**I/O nets highlighted**

Scale: 6 px per µm.
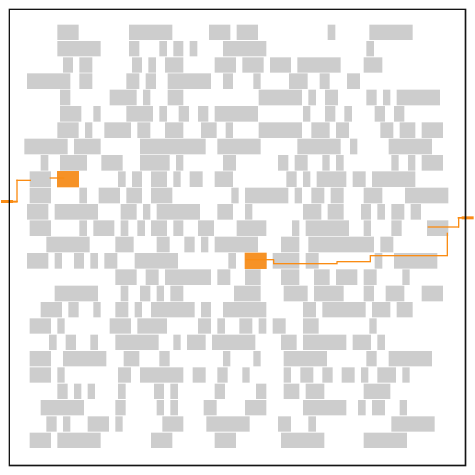
**Register map, names as in the netlist**

Scale: 8 px per µm. Other sequential cells in the stronger grey, the rest of the logic in the fainter grey.
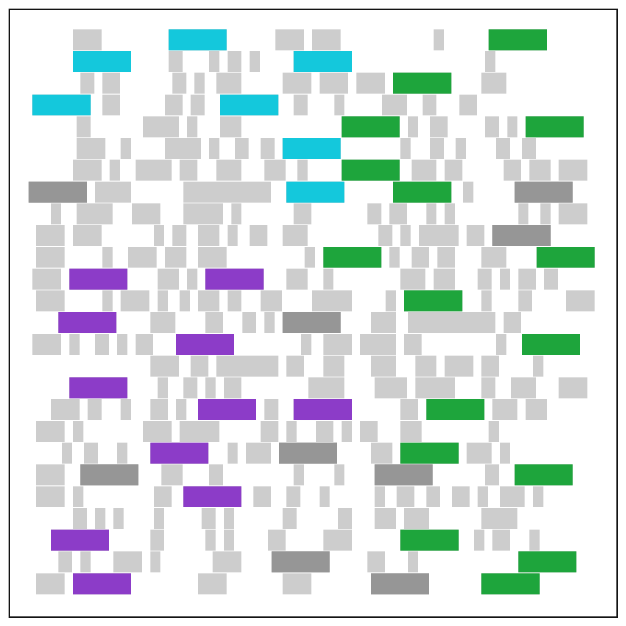
==> src/rtl/display_pkg.sv <==
// Shared constants for the multiplexed 3-digit common-anode 7-segment display.
// Segment patterns are active-low {dp,g,f,e,d,c,b,a}; anode enables are active-low one-hot.
package display_pkg;

    localparam int unsigned NUM_DIGITS = 3;

    localparam logic [7:0] SEG_0      = 8'hC0;
    localparam logic [7:0] SEG_1      = 8'hF9;
    localparam logic [7:0] SEG_2      = 8'hA4;
    localparam logic [7:0] SEG_3      = 8'hB0;
    localparam logic [7:0] SEG_4      = 8'h99;
    localparam logic [7:0] SEG_5      = 8'h92;
    localparam logic [7:0] SEG_6      = 8'h82;
    localparam logic [7:0] SEG_7      = 8'hF8;
    localparam logic [7:0] SEG_8      = 8'h80;
    localparam logic [7:0] SEG_9      = 8'h90;
    localparam logic [7:0] SEG_E      = 8'h86;
    localparam logic [7:0] SEG_BLANK  = 8'hFF;
    localparam logic [7:0] SEG_CURSOR = 8'hF7;

    localparam logic [2:0] AN_NONE  = 3'b111;
    localparam logic [2:0] AN_SLOT0 = 3'b110;
    localparam logic [2:0] AN_SLOT1 = 3'b101;
    localparam logic [2:0] AN_SLOT2 = 3'b011;

    // Anode enable pattern for a scan slot index.
    function automatic logic [2:0] an_onehot(input logic [1:0] idx);
        case (idx)
            2'd0:    an_onehot = AN_SLOT0;
            2'd1:    an_onehot = AN_SLOT1;
            2'd2:    an_onehot = AN_SLOT2;
            default: an_onehot = AN_NONE;
        endcase
    endfunction

endpackage

==> src/rtl/bcd_to_seg.sv <==
// Combinational BCD to active-low 7-segment decoder; codes 10-15 display 'E'.
module bcd_to_seg
    import display_pkg::*;
(
    input  logic [3:0] code,
    output logic [7:0] seg_c
);

    always_comb begin
        seg_c = SEG_E;
        case (code)
            4'd0:    seg_c = SEG_0;
            4'd1:    seg_c = SEG_1;
            4'd2:    seg_c = SEG_2;
            4'd3:    seg_c = SEG_3;
            4'd4:    seg_c = SEG_4;
            4'd5:    seg_c = SEG_5;
            4'd6:    seg_c = SEG_6;
            4'd7:    seg_c = SEG_7;
            4'd8:    seg_c = SEG_8;
            4'd9:    seg_c = SEG_9;
            default: seg_c = SEG_E;
        endcase
    end

endmodule

==> src/rtl/bcd_scan_display.sv <==
// Scans a 3-digit packed-BCD value onto a multiplexed common-anode display, one input snapshot per frame.
// Optional blinking cursor on the next-entry slot is built when SCAN_BLINK_EN is defined.
module bcd_scan_display
    import display_pkg::*;
#(
    parameter int unsigned DIV          = 50000,
    parameter int unsigned BLINK_FRAMES = 64
) (
    input  logic        clk,
    input  logic        rst,
    input  logic [11:0] binary,
    input  logic [1:0]  times,
    output logic [2:0]  an,
    output logic [7:0]  seg,
    output logic        frame_start
);

    localparam int unsigned CNT_W = (DIV > 1) ? $clog2(DIV) : 1;

    logic [CNT_W-1:0] cnt_q, cnt_d;
    logic [1:0]       idx_q, idx_d;
    logic [11:0]      bin_s_q, bin_s_d;
    logic [1:0]       times_s_q, times_s_d;
    logic [2:0]       an_q, an_d;
    logic [7:0]       seg_q, seg_d;
    logic             frame_start_q, frame_start_d;

    logic        tick_c, wrap_c, cursor_on_c;
    logic [1:0]  idx_nxt_c, times_eff_c;
    logic [11:0] bin_eff_c;
    logic [3:0]  nib_c;
    logic [7:0]  dig_seg_c;

    // Tick, next slot, and the snapshot view the next slot will be decoded from.
    always_comb begin
        tick_c      = (cnt_q == CNT_W'(DIV - 1));
        idx_nxt_c   = (idx_q == 2'd2) ? 2'd0 : idx_q + 2'd1;
        wrap_c      = tick_c && (idx_nxt_c == 2'd0);
        bin_eff_c   = wrap_c ? binary : bin_s_q;
        times_eff_c = wrap_c ? times  : times_s_q;
        case (idx_nxt_c)
            2'd0:    nib_c = bin_eff_c[3:0];
            2'd1:    nib_c = bin_eff_c[7:4];
            default: nib_c = bin_eff_c[11:8];
        endcase
    end

    bcd_to_seg u_bcd_to_seg (
        .code  (nib_c),
        .seg_c (dig_seg_c)
    );

`ifdef SCAN_BLINK_EN
    localparam int unsigned BLK_W = $clog2(BLINK_FRAMES) + 1;

    logic [BLK_W-1:0] blink_cnt_q, blink_cnt_d;
    logic             blink_q, blink_d;

    // Blink phase toggles after every BLINK_FRAMES frame wraps.
    always_comb begin
        blink_cnt_d = blink_cnt_q;
        blink_d     = blink_q;
        if (wrap_c) begin
            if (blink_cnt_q == BLK_W'(BLINK_FRAMES - 1)) begin
                blink_cnt_d = '0;
                blink_d     = ~blink_q;
            end else begin
                blink_cnt_d = blink_cnt_q + BLK_W'(1);
            end
        end
    end

    always_ff @(posedge clk) begin
        if (rst) begin
            blink_cnt_q <= '0;
            blink_q     <= 1'b0;
        end else begin
            blink_cnt_q <= blink_cnt_d;
            blink_q     <= blink_d;
        end
    end

    // Post-update phase keeps the cursor steady across a whole frame.
    assign cursor_on_c = blink_d;
`else
    logic unused_blink_cfg;
    assign unused_blink_cfg = (BLINK_FRAMES != 0);
    assign cursor_on_c      = 1'b0;
`endif

    always_comb begin
        cnt_d         = tick_c ? '0 : cnt_q + CNT_W'(1);
        idx_d         = idx_q;
        bin_s_d       = bin_eff_c;
        times_s_d     = times_eff_c;
        an_d          = an_q;
        seg_d         = seg_q;
        frame_start_d = wrap_c;
        if (tick_c) begin
            idx_d = idx_nxt_c;
            an_d  = an_onehot(idx_nxt_c);
            if (idx_nxt_c < times_eff_c) begin
                seg_d = dig_seg_c;
            end else if ((idx_nxt_c == times_eff_c) && cursor_on_c) begin
                seg_d = SEG_CURSOR;
            end else begin
                seg_d = SEG_BLANK;
            end
        end
    end

    always_ff @(posedge clk) begin
        if (rst) begin
            cnt_q         <= '0;
            idx_q         <= 2'd2;
            bin_s_q       <= '0;
            times_s_q     <= '0;
            an_q          <= AN_NONE;
            seg_q         <= SEG_BLANK;
            frame_start_q <= 1'b0;
        end else begin
            cnt_q         <= cnt_d;
            idx_q         <= idx_d;
            bin_s_q       <= bin_s_d;
            times_s_q     <= times_s_d;
            an_q          <= an_d;
            seg_q         <= seg_d;
            frame_start_q <= frame_start_d;
        end
    end

    assign an          = an_q;
    assign seg         = seg_q;
    assign frame_start = frame_start_q;

endmodule

==> config.mk <==
export PLATFORM = sky130hd
export DESIGN_NAME = bcd_scan_display
export DESIGN_NICKNAME = d
export VERILOG_FILES = /design/src/rtl/display_pkg.sv /design/src/rtl/bcd_to_seg.sv /design/src/rtl/bcd_scan_display.sv
export SDC_FILE = /design/constraint.sdc
export NUM_CORES = 1
export LEC_CHECK = 0
export CAP_MARGIN = 20
export CELL_PAD_IN_SITES_DETAIL_PLACEMENT = 1
export CELL_PAD_IN_SITES_GLOBAL_PLACEMENT = 1
export CORE_MARGIN = 2
export CORE_UTILIZATION = 40
export CTS_CLUSTER_DIAMETER = 80
export DETAILED_ROUTE_END_ITERATION = 8
export PLACE_DENSITY_LB_ADDON = 0.1
export SYNTH_ARGS = -nofsm -noshare
export SYNTH_HDL_FRONTEND = slang
export SYNTH_SLANG_ARGS = --single-unit
==> constraint.sdc <==
create_clock -name clk -period 3.5 [get_ports clk]
set_clock_uncertainty 0.15 [all_clocks]
set_input_delay 0.7 -clock clk [delete_from_list [all_inputs] [get_ports clk]]
set_output_delay 0.7 -clock clk [all_outputs]
set_load 0.01 [all_outputs]
==> impl_metrics.tcl <==
# flow metrics
set metrics [dict create \
    lay_top_count "dfxtp_1" \
    hold_end "cnt_q[0]$_SDFF_PP0_" \
    status "complete, no violations" \
    io_buffer_count 26 \
    htreeDepth 2 \
    yosys-stat-area_um2 2060 \
    startpoint_type "flip-flop" \
    hold_viol 0 \
    p_per_area_nw_per_um2 396 \
    synth_top_area_share 0.417 \
    hp-start "cnt_q[0]$_SDFF_PP0_" \
    ys_ff 43 \
    fp_nets 272 \
    simple_gate_share 0.262 \
    finalWeightedCongestion 0.815 \
    cts_made_buffers 5 \
    fin_crit_ns 3.17 \
    ys_sh_adder 0.0425 \
    clock_sinks 43 \
    cp-end-kind "flip-flop" \
    core_um2 5040 \
    met3_usage 0.0384 \
    ys_seq_frac 0.417 \
    edf_count 0 \
    clk_pin_slew_ns 0.09 \
    finalSetupViolations 0 \
    syn_avg_cell_area_um2 8.28 \
    area.growth.synth_to_final_pct 22.5 \
    cp_max_fo 16 \
    p_clk_frac 0.467 \
    ir_worst_vdd_v 0.000157 \
    final_util 0.501 \
    r2r_start "cnt_q[10]$_SDFF_PP0_" \
    r2r_cells 8 \
    cts_setup_buffers 0 \
    min_path_type "flip-flop to flip-flop" \
]
-- 'I/O nets highlighted' (at the start) --
Key: orange = times [direction input, end cells 2, buffers 2, wire 55.5 µm]

-- 'register map, names as in the netlist' (at the start) --
Key: green = cnt_q [placed flops 16]; cyan = seg [placed flops 7]; purple = bin_s_q [placed flops 11]
Sequential Area: 861 µm²
Seq area share: 0.341

-- cell type report --
cell class                      instances  area [µm²]
Fill cell                             600        2520
Multi-Input combinational cell        185        1110
Sequential cell                        43         861
Timing Repair Buffer                   32         305
Tap cell                               70        87.6
Clock buffer                            6        72.6
Clock inverter                          2        60.1
Inverter                                7        26.3
-- cell families after synthesis --
family,count (synthesis)
XOR/XNOR,10
AND-OR/OR-AND,47
buffers and inverters,21
AND/OR/NAND/NOR,111
flip-flops,43
other,1
multiplexers,9
adder cells (fa/ha/maj),7
-- worst max-delay path, stage by stage, from the launching register on --
cell and delay (ns):
dfxtp_1 0.34, or4_1 0.65, or4_4 0.69, o211ai_1 0.43
inv_1 0.15, ha_1 0.27, nor2_1 0.15, a32oi_1 0.08
a31oi_1 0.19
